### src/rtl/ahb3lite_dma_pkg.sv
// ahb3lite_dma_pkg
// Shared constants and types for the single-channel AHB3-Lite DMA engine:
// AHB transfer-type encodings, register word offsets (haddr[4:2]) and the
// master-side state enumeration.
package ahb3lite_dma_pkg;

   localparam logic [1:0] HTRANS_IDLE   = 2'b00;
   localparam logic [1:0] HTRANS_NONSEQ = 2'b10;

   localparam logic [2:0] REG_SRC    = 3'd0;
   localparam logic [2:0] REG_DST    = 3'd1;
   localparam logic [2:0] REG_LEN    = 3'd2;
   localparam logic [2:0] REG_CTRL   = 3'd3;
   localparam logic [2:0] REG_STATUS = 3'd4;

   typedef enum logic [2:0] {
      ST_IDLE,
      ST_RD_A,
      ST_RD_D,
      ST_WR_A,
      ST_WR_D
   } dma_state_t;

endpackage

### src/rtl/ahb3lite_dma_if.sv
// ahb3lite_dma_if
// One AHB3-Lite port bundle. The DMA uses one instance through the slave
// modport (CPU register access) and another through the master modport
// (its own bus traffic).
//   master : drives address/control/write data, receives hrdata/hready/hresp
//   slave  : receives hsel/address/control/write data/hready,
//            drives hrdata/hreadyout/hresp
interface ahb3lite_dma_if #(
   parameter int g_haddr_size = 32,
   parameter int g_hdata_size = 32
);
   logic                    hsel;
   logic [g_haddr_size-1:0] haddr;
   logic [g_hdata_size-1:0] hwdata;
   logic [g_hdata_size-1:0] hrdata;
   logic                    hwrite;
   logic [2:0]              hsize;
   logic [2:0]              hburst;
   logic [3:0]              hprot;
   logic [1:0]              htrans;
   logic                    hmastlock;
   logic                    hready;
   logic                    hreadyout;
   logic                    hresp;

   modport master (
      output haddr, hwdata, hwrite, hsize, hburst, hprot, htrans, hmastlock,
      input  hrdata, hready, hresp
   );

   modport slave (
      input  hsel, haddr, hwdata, hwrite, hsize, hburst, hprot, htrans, hready,
      output hrdata, hreadyout, hresp
   );
endinterface

### src/rtl/ahb3lite_dma_regs.sv
// ahb3lite_dma_regs
// CPU-visible register file of the DMA (SRC, DST, LEN, CTRL, STATUS).
// Ports:
//   clk_i, rst_i      clock, asynchronous active-high reset
//   s_ahb             AHB slave port (always ready, never errors)
//   busy_i            transfer in progress (from the master FSM)
//   set_done_i        completion or abort: set DONE
//   set_err_i         error response seen: set ERR
//   start_o           one-cycle pulse launching a non-empty copy
//   src_o/dst_o/len_o programmed transfer parameters
//   irq_o             registered DONE & IRQ_EN
module ahb3lite_dma_regs
   import ahb3lite_dma_pkg::*;
#(
   parameter int g_haddr_size = 32,
   parameter int g_hdata_size = 32,
   parameter int g_len_width  = 16
) (
   input  logic                    clk_i,
   input  logic                    rst_i,
   ahb3lite_dma_if.slave           s_ahb,
   input  logic                    busy_i,
   input  logic                    set_done_i,
   input  logic                    set_err_i,
   output logic                    start_o,
   output logic [g_haddr_size-1:0] src_o,
   output logic [g_haddr_size-1:0] dst_o,
   output logic [g_len_width-1:0]  len_o,
   output logic                    irq_o
);

   logic [2:0]              addr_q;
   logic                    wr_q;
   logic [g_haddr_size-1:0] src_q, src_d;
   logic [g_haddr_size-1:0] dst_q, dst_d;
   logic [g_len_width-1:0]  len_q, len_d;
   logic                    irq_en_q, irq_en_d;
   logic                    done_q, done_d;
   logic                    err_q, err_d;
   logic                    irq_q;
   logic [g_hdata_size-1:0] rdata;
   logic                    unused_ok;

   assign unused_ok = ^{s_ahb.hsize, s_ahb.hburst, s_ahb.hprot, s_ahb.htrans[0],
                        s_ahb.haddr[g_haddr_size-1:5], s_ahb.haddr[1:0]};

   assign s_ahb.hreadyout = 1'b1;
   assign s_ahb.hresp     = 1'b0;
   assign s_ahb.hrdata    = rdata;
   assign src_o           = src_q;
   assign dst_o           = dst_q;
   assign len_o           = len_q;
   assign irq_o           = irq_q;

   // Address phase: remember offset and direction; a write commits in the
   // following (data) cycle.
   always_ff @(posedge clk_i or posedge rst_i) begin
      if (rst_i) begin
         addr_q <= '0;
         wr_q   <= 1'b0;
      end else if (s_ahb.hready) begin
         wr_q <= s_ahb.hsel & s_ahb.htrans[1] & s_ahb.hwrite;
         if (s_ahb.hsel & s_ahb.htrans[1])
            addr_q <= s_ahb.haddr[4:2];
      end
   end

   always_comb begin
      src_d    = src_q;
      dst_d    = dst_q;
      len_d    = len_q;
      irq_en_d = irq_en_q;
      done_d   = done_q;
      err_d    = err_q;
      start_o  = 1'b0;
      if (wr_q) begin
         case (addr_q)
            REG_SRC: if (!busy_i) src_d = g_haddr_size'(s_ahb.hwdata) & ~g_haddr_size'(3);
            REG_DST: if (!busy_i) dst_d = g_haddr_size'(s_ahb.hwdata) & ~g_haddr_size'(3);
            REG_LEN: if (!busy_i) len_d = s_ahb.hwdata[g_len_width-1:0];
            REG_CTRL: begin
               irq_en_d = s_ahb.hwdata[1];
               if (s_ahb.hwdata[0] && !busy_i) begin
                  err_d = 1'b0;
                  // An empty copy completes at once without touching the bus.
                  if (len_q == '0) begin
                     done_d = 1'b1;
                  end else begin
                     done_d  = 1'b0;
                     start_o = 1'b1;
                  end
               end
            end
            REG_STATUS: if (s_ahb.hwdata[1]) done_d = 1'b0;
            default: ;
         endcase
      end
      // Hardware set has priority over a simultaneous write-1-to-clear.
      if (set_done_i) done_d = 1'b1;
      if (set_err_i)  err_d  = 1'b1;
   end

   always_ff @(posedge clk_i or posedge rst_i) begin
      if (rst_i) begin
         src_q    <= '0;
         dst_q    <= '0;
         len_q    <= '0;
         irq_en_q <= 1'b0;
         done_q   <= 1'b0;
         err_q    <= 1'b0;
         irq_q    <= 1'b0;
      end else begin
         src_q    <= src_d;
         dst_q    <= dst_d;
         len_q    <= len_d;
         irq_en_q <= irq_en_d;
         done_q   <= done_d;
         err_q    <= err_d;
         irq_q    <= done_d & irq_en_d;
      end
   end

   always_comb begin
      rdata = '0;
      case (addr_q)
         REG_SRC:    rdata = g_hdata_size'(src_q);
         REG_DST:    rdata = g_hdata_size'(dst_q);
         REG_LEN:    rdata = g_hdata_size'(len_q);
         REG_CTRL:   rdata = g_hdata_size'({irq_en_q, 1'b0});
         REG_STATUS: rdata = g_hdata_size'({err_q, done_q, busy_i});
         default:    rdata = '0;
      endcase
   end

endmodule

### src/rtl/ahb3lite_dma.sv
// ahb3lite_dma
// Single-channel word-copy DMA: reads one word from SRC, writes it to DST,
// advances both by 4 and repeats LEN times (4 cycles/word at zero wait).
// Ports:
//   clk_i, rst_i  clock, asynchronous active-high reset
//   s_ahb         AHB slave port to the register file
//   m_ahb         AHB master port used for the copy traffic
//   irq_o         completion interrupt (DONE & IRQ_EN)
module ahb3lite_dma
   import ahb3lite_dma_pkg::*;
#(
   parameter int g_haddr_size = 32,
   parameter int g_hdata_size = 32,
   parameter int g_len_width  = 16
) (
   input  logic           clk_i,
   input  logic           rst_i,
   ahb3lite_dma_if.slave  s_ahb,
   ahb3lite_dma_if.master m_ahb,
   output logic           irq_o
);

   dma_state_t              state_q, state_d;
   logic [g_haddr_size-1:0] src_q, src_d, dst_q, dst_d;
   logic [g_len_width-1:0]  cnt_q, cnt_d;
   logic [g_hdata_size-1:0] buf_q, buf_d;
   logic                    start, set_done, set_err;
   logic [g_haddr_size-1:0] reg_src, reg_dst;
   logic [g_len_width-1:0]  reg_len;

   ahb3lite_dma_regs #(
      .g_haddr_size(g_haddr_size),
      .g_hdata_size(g_hdata_size),
      .g_len_width (g_len_width)
   ) u_regs (
      .clk_i     (clk_i),
      .rst_i     (rst_i),
      .s_ahb     (s_ahb),
      .busy_i    (state_q != ST_IDLE),
      .set_done_i(set_done),
      .set_err_i (set_err),
      .start_o   (start),
      .src_o     (reg_src),
      .dst_o     (reg_dst),
      .len_o     (reg_len),
      .irq_o     (irq_o)
   );

   assign m_ahb.hsize     = 3'b010;
   assign m_ahb.hburst    = 3'b000;
   assign m_ahb.hprot     = 4'b0011;
   assign m_ahb.hmastlock = 1'b0;
   assign m_ahb.hwdata    = buf_q;

   always_ff @(posedge clk_i or posedge rst_i) begin
      if (rst_i) begin
         state_q <= ST_IDLE;
         src_q   <= '0;
         dst_q   <= '0;
         cnt_q   <= '0;
         buf_q   <= '0;
      end else begin
         state_q <= state_d;
         src_q   <= src_d;
         dst_q   <= dst_d;
         cnt_q   <= cnt_d;
         buf_q   <= buf_d;
      end
   end

   // Outputs depend on state only, so they stay put while hready holds a state.
   always_comb begin
      state_d       = state_q;
      src_d         = src_q;
      dst_d         = dst_q;
      cnt_d         = cnt_q;
      buf_d         = buf_q;
      set_done      = 1'b0;
      set_err       = 1'b0;
      m_ahb.htrans  = HTRANS_IDLE;
      m_ahb.haddr   = src_q;
      m_ahb.hwrite  = 1'b0;
      case (state_q)
         ST_IDLE: begin
            if (start) begin
               src_d   = reg_src;
               dst_d   = reg_dst;
               cnt_d   = reg_len;
               state_d = ST_RD_A;
            end
         end
         ST_RD_A: begin
            m_ahb.htrans = HTRANS_NONSEQ;
            if (m_ahb.hready) state_d = ST_RD_D;
         end
         ST_RD_D: begin
            if (m_ahb.hresp) begin
               state_d  = ST_IDLE;
               set_done = 1'b1;
               set_err  = 1'b1;
            end else if (m_ahb.hready) begin
               buf_d   = m_ahb.hrdata;
               state_d = ST_WR_A;
            end
         end
         ST_WR_A: begin
            m_ahb.htrans = HTRANS_NONSEQ;
            m_ahb.haddr  = dst_q;
            m_ahb.hwrite = 1'b1;
            if (m_ahb.hready) state_d = ST_WR_D;
         end
         ST_WR_D: begin
            m_ahb.haddr = dst_q;
            if (m_ahb.hresp) begin
               state_d  = ST_IDLE;
               set_done = 1'b1;
               set_err  = 1'b1;
            end else if (m_ahb.hready) begin
               src_d = src_q + g_haddr_size'(4);
               dst_d = dst_q + g_haddr_size'(4);
               cnt_d = cnt_q - g_len_width'(1);
               if (cnt_q == g_len_width'(1)) begin
                  state_d  = ST_IDLE;
                  set_done = 1'b1;
               end else begin
                  state_d = ST_RD_A;
               end
            end
         end
         default: state_d = ST_IDLE;
      endcase
   end

endmodule

### src/flat_wrapper.sv
// flat-port wrapper written by rule: the top's interface ports become plain ports
module ahb3lite_dma_flat import ahb3lite_dma_pkg::*;
#(
   parameter int g_haddr_size = 32,
   parameter int g_hdata_size = 32,
   parameter int g_len_width  = 16
)
  (clk_i, rst_i, irq_o, s_ahb_hsel, s_ahb_haddr, s_ahb_hwdata, s_ahb_hwrite, s_ahb_hsize, s_ahb_hburst, s_ahb_hprot, s_ahb_htrans, s_ahb_hready, s_ahb_hrdata, s_ahb_hreadyout, s_ahb_hresp, m_ahb_haddr, m_ahb_hwdata, m_ahb_hwrite, m_ahb_hsize, m_ahb_hburst, m_ahb_hprot, m_ahb_htrans, m_ahb_hmastlock, m_ahb_hrdata, m_ahb_hready, m_ahb_hresp);
  ahb3lite_dma_if #(.g_haddr_size(g_haddr_size), .g_hdata_size(g_hdata_size)) s_ahb_i ();
  ahb3lite_dma_if #(.g_haddr_size(g_haddr_size), .g_hdata_size(g_hdata_size)) m_ahb_i ();
  input  logic clk_i;
  input  logic rst_i;
  output logic irq_o;
  input wire logic [$bits(s_ahb_i.hsel)-1:0] s_ahb_hsel;
  input wire logic [$bits(s_ahb_i.haddr)-1:0] s_ahb_haddr;
  input wire logic [$bits(s_ahb_i.hwdata)-1:0] s_ahb_hwdata;
  input wire logic [$bits(s_ahb_i.hwrite)-1:0] s_ahb_hwrite;
  input wire logic [$bits(s_ahb_i.hsize)-1:0] s_ahb_hsize;
  input wire logic [$bits(s_ahb_i.hburst)-1:0] s_ahb_hburst;
  input wire logic [$bits(s_ahb_i.hprot)-1:0] s_ahb_hprot;
  input wire logic [$bits(s_ahb_i.htrans)-1:0] s_ahb_htrans;
  input wire logic [$bits(s_ahb_i.hready)-1:0] s_ahb_hready;
  output wire logic [$bits(s_ahb_i.hrdata)-1:0] s_ahb_hrdata;
  output wire logic [$bits(s_ahb_i.hreadyout)-1:0] s_ahb_hreadyout;
  output wire logic [$bits(s_ahb_i.hresp)-1:0] s_ahb_hresp;
  output wire logic [$bits(m_ahb_i.haddr)-1:0] m_ahb_haddr;
  output wire logic [$bits(m_ahb_i.hwdata)-1:0] m_ahb_hwdata;
  output wire logic [$bits(m_ahb_i.hwrite)-1:0] m_ahb_hwrite;
  output wire logic [$bits(m_ahb_i.hsize)-1:0] m_ahb_hsize;
  output wire logic [$bits(m_ahb_i.hburst)-1:0] m_ahb_hburst;
  output wire logic [$bits(m_ahb_i.hprot)-1:0] m_ahb_hprot;
  output wire logic [$bits(m_ahb_i.htrans)-1:0] m_ahb_htrans;
  output wire logic [$bits(m_ahb_i.hmastlock)-1:0] m_ahb_hmastlock;
  input wire logic [$bits(m_ahb_i.hrdata)-1:0] m_ahb_hrdata;
  input wire logic [$bits(m_ahb_i.hready)-1:0] m_ahb_hready;
  input wire logic [$bits(m_ahb_i.hresp)-1:0] m_ahb_hresp;
  assign s_ahb_i.hsel = s_ahb_hsel;
  assign s_ahb_i.haddr = s_ahb_haddr;
  assign s_ahb_i.hwdata = s_ahb_hwdata;
  assign s_ahb_i.hwrite = s_ahb_hwrite;
  assign s_ahb_i.hsize = s_ahb_hsize;
  assign s_ahb_i.hburst = s_ahb_hburst;
  assign s_ahb_i.hprot = s_ahb_hprot;
  assign s_ahb_i.htrans = s_ahb_htrans;
  assign s_ahb_i.hready = s_ahb_hready;
  assign s_ahb_hrdata = s_ahb_i.hrdata;
  assign s_ahb_hreadyout = s_ahb_i.hreadyout;
  assign s_ahb_hresp = s_ahb_i.hresp;
  assign m_ahb_haddr = m_ahb_i.haddr;
  assign m_ahb_hwdata = m_ahb_i.hwdata;
  assign m_ahb_hwrite = m_ahb_i.hwrite;
  assign m_ahb_hsize = m_ahb_i.hsize;
  assign m_ahb_hburst = m_ahb_i.hburst;
  assign m_ahb_hprot = m_ahb_i.hprot;
  assign m_ahb_htrans = m_ahb_i.htrans;
  assign m_ahb_hmastlock = m_ahb_i.hmastlock;
  assign m_ahb_i.hrdata = m_ahb_hrdata;
  assign m_ahb_i.hready = m_ahb_hready;
  assign m_ahb_i.hresp = m_ahb_hresp;
  ahb3lite_dma #(.g_haddr_size(g_haddr_size), .g_hdata_size(g_hdata_size), .g_len_width(g_len_width)) u_core (.clk_i(clk_i), .rst_i(rst_i), .s_ahb(s_ahb_i), .m_ahb(m_ahb_i), .irq_o(irq_o));
endmodule
### config.mk
export PLATFORM = sky130hd
export DESIGN_NAME = ahb3lite_dma_flat
export DESIGN_NICKNAME = d
export VERILOG_FILES = /design/src/rtl/ahb3lite_dma_pkg.sv /design/src/rtl/ahb3lite_dma_if.sv /design/src/rtl/ahb3lite_dma_regs.sv /design/src/rtl/ahb3lite_dma.sv /design/src/flat_wrapper.sv
export SDC_FILE = /design/constraint.sdc
export NUM_CORES = 1
export LEC_CHECK = 0
export ABC_AREA = 1
export CORE_MARGIN = 1
export CORE_UTILIZATION = 47
export DETAILED_ROUTE_END_ITERATION = 10
export HOLD_SLACK_MARGIN = 0.05
export PLACE_DENSITY_LB_ADDON = 0.3
export SLEW_MARGIN = 20
export SYNTH_ARGS = -nofsm -noshare
export SYNTH_HDL_FRONTEND = slang
export SYNTH_SLANG_ARGS = --single-unit
### constraint.sdc
create_clock -name clk_i -period 6.9 [get_ports clk_i]
set_input_delay 1.725 -clock clk_i [delete_from_list [all_inputs] [get_ports clk_i]]
set_output_delay 1.725 -clock clk_i [all_outputs]
set_load 0.02 [all_outputs]
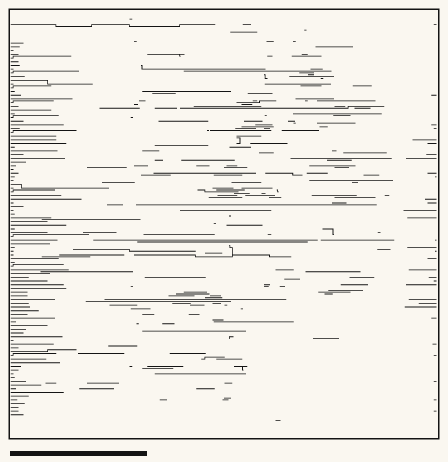
m3.png
Bar = 50 um.
wire length on this layer: 3420 um
share of all routed wire: 10%
main direction: horizontal
nets with wire on the layer: 260
longest straight run: 87.9 um

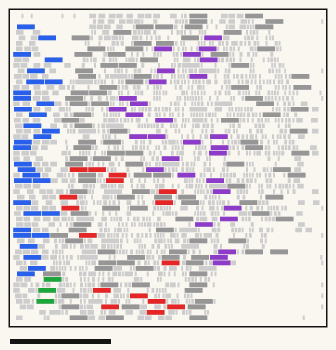
ff_map.png
Bar = 50 um. Other sequential cells in the stronger grey, the rest of the logic in the fainter grey.
legend:
  u_core.m_ahb.hwdata:
    colour: blue
    placed_flops: 32
  u_core.u_regs.addr_q:
    colour: green
    placed_flops: 3
  u_core.dst_q:
    colour: purple
    placed_flops: 30
  u_core.u_regs.len_o:
    colour: red
    placed_flops: 16
not coloured: 114

area by class of cell:
type,instances,area (sq um),share of cell area (%)
Multi-Input combinational cell,1110,5253,38.68
Timing Repair Buffer,182,1794,13.21
Tap cell,319,399.1,2.939
Inverter,182,689.4,5.077
Clock inverter,14,138.9,1.023
Sequential cell,195,4880,35.93
Clock buffer,17,425.4,3.133
worst min path at each step:
| stage | start | to | slack (ps) | depth (start not counted) |
|---|---|---|---|---|
| after CTS | u_core.m_ahb.hwdata[14] | u_core.m_ahb.hwdata[14] | 510 | 1 |
| after global placement | u_core.src_q[31] | u_core.src_q[31] | 490 | 2 |
| after global routing | u_core.m_ahb.hwdata[15] | u_core.m_ahb.hwdata[15] | 520 | 1 |
| after detailed placement | u_core.cnt_q[5] | u_core.cnt_q[5] | 490 | 2 |
| final | u_core.m_ahb.hwdata[14] | u_core.m_ahb.hwdata[14] | 510 | 1 |
| after floorplan | u_core.cnt_q[5] | u_core.cnt_q[5] | 470 | 2 |
synthesized netlist by cell type (all sizes together):
cell and n:
nand2 488, dfrtp 195, inv 182, o21ai 180
nor2 164, nand3 109, buf 65, mux2 38
a21oi 21, o22ai 19, clkbuf 14, o221ai 14
nor3 13, o211ai 11, nand3b 8, nand4 8
a31oi 7, ha 4, and2 3, conb 2
or2 2, xor2 2, a21boi 1, o2111ai 1
o21bai 1
routing by layer:
metal	up-vias	global-route usage, %	routed length, um
met5	-	0	8
met4	2	7.983	597
met3	45	7.699	3415
met2	488	41.92	14430
met1	5109	39.49	14760
li1	5222	-	-
metrics by stage:
step | instance area [sq um] | hold WS, ps
6_report | 13580 | 508.1
5_1_grt | 13580 | 524.3
4_1_cts | 13580 | 510.3
3_5_place_dp | 13020 | 491.2
3_3_place_gp | 13020 | 485.0
2_1_floorplan | 11300 | 465.3
==> results.txt <==
Implementation numbers.

- The dominant kind of combinational cell is simple AND/OR/NAND/NOR gates.
- The register with the most flip-flops in the layout has 32 of them.
- The total net switching power is 2.406 mW.
- For reference, the top cells by area after synthesis are dfrtp_1 (43%), nand2_1 (16%), o21ai_0 (6.7%).
- The run finished with clean final reports.
- The power density normalized to cell area is 403.7 mW/mm^2.
- Clock latency on the worst-skew pair, taken at its later pin, is 450 ps.
- Cells fill 57.85% of the core in the end.
- For flop-to-flop paths, the worst setup slack is around 4000 ps.
- Looking at the reg2reg group, the worst path starts from u_core.state_q[0].
- Overall power consumption after layout is estimated at 5.483 mW.
- The number of detailed-routing iterations run before antenna repair is 5.
- The group drawing the most power is combinational logic.
- The initial antenna violation count came to 1.
- Along the worst path, the maximum fanout reaches 9.
- In the final layout, the fill cell count is around 2200.
- The number of ports placed on the die boundary is 228.
- In this run the number of cells on the critical path is 4.
- Per the synthesis report, the single largest cell type by area occupies a little over two fifths of cell area.
- At the floorplan stage, the core utilization is reported as 47.89%.
- The floorplan die height is 156.7 um.
- The critical path starts at u_core.u_regs.addr_q[2].
- The antenna cell count is 0.
- Once iteration 0 of detailed routing completed, the report listed 1007 DRC markers.
- The share of the clock period used by the worst path after layout is between 60% and 70%.
- The number of global-route vias before repair is 10050.
- Setup slack closes at 2344 ps.
- In the final report, the number of endpoints failing setup comes to 0.
- Power attributed to sequential cells is a little over 2 mW.
- The floorplan step defined a die boundary enclosing 0.02454 sq mm.
- The clock skew after layout is between 10 and 15 ps.
- The per-instance average area after synthesis is around 7.2 sq um.
- The HPWL after detailed placement is 23930 um.
- For this run, the number of standard cells in the final layout without fillers is between 2000 and 2500.
- The number of buffers and inverters on the critical path is 2.
- For this design, the CTS-stage hold fixing added 0 buffers.
- The final-report max-slew violation count is 0.
- The post-cts gate resize count is 0.
- The count of yosys warnings during synthesis is 0.
- The reg-to-reg critical path endpoint is u_core.dst_q[28].
- The routed design shows a wire length per standard cell of 16.45 um.
- STA shows the worst reg2reg path with a cell count of 10.
- The sum of overflow across all layers after global routing is 0.
- The layout overhead on the synthesized area is 20.80%.
- The number of placed instances, taps included, is 1988.
- Summing the areas of all and, or, nand and nor instances in the mapped netlist gives 29.33% of the synthesized area.
Power figures rest on the tool's default switching activity, not on a simulated workload.
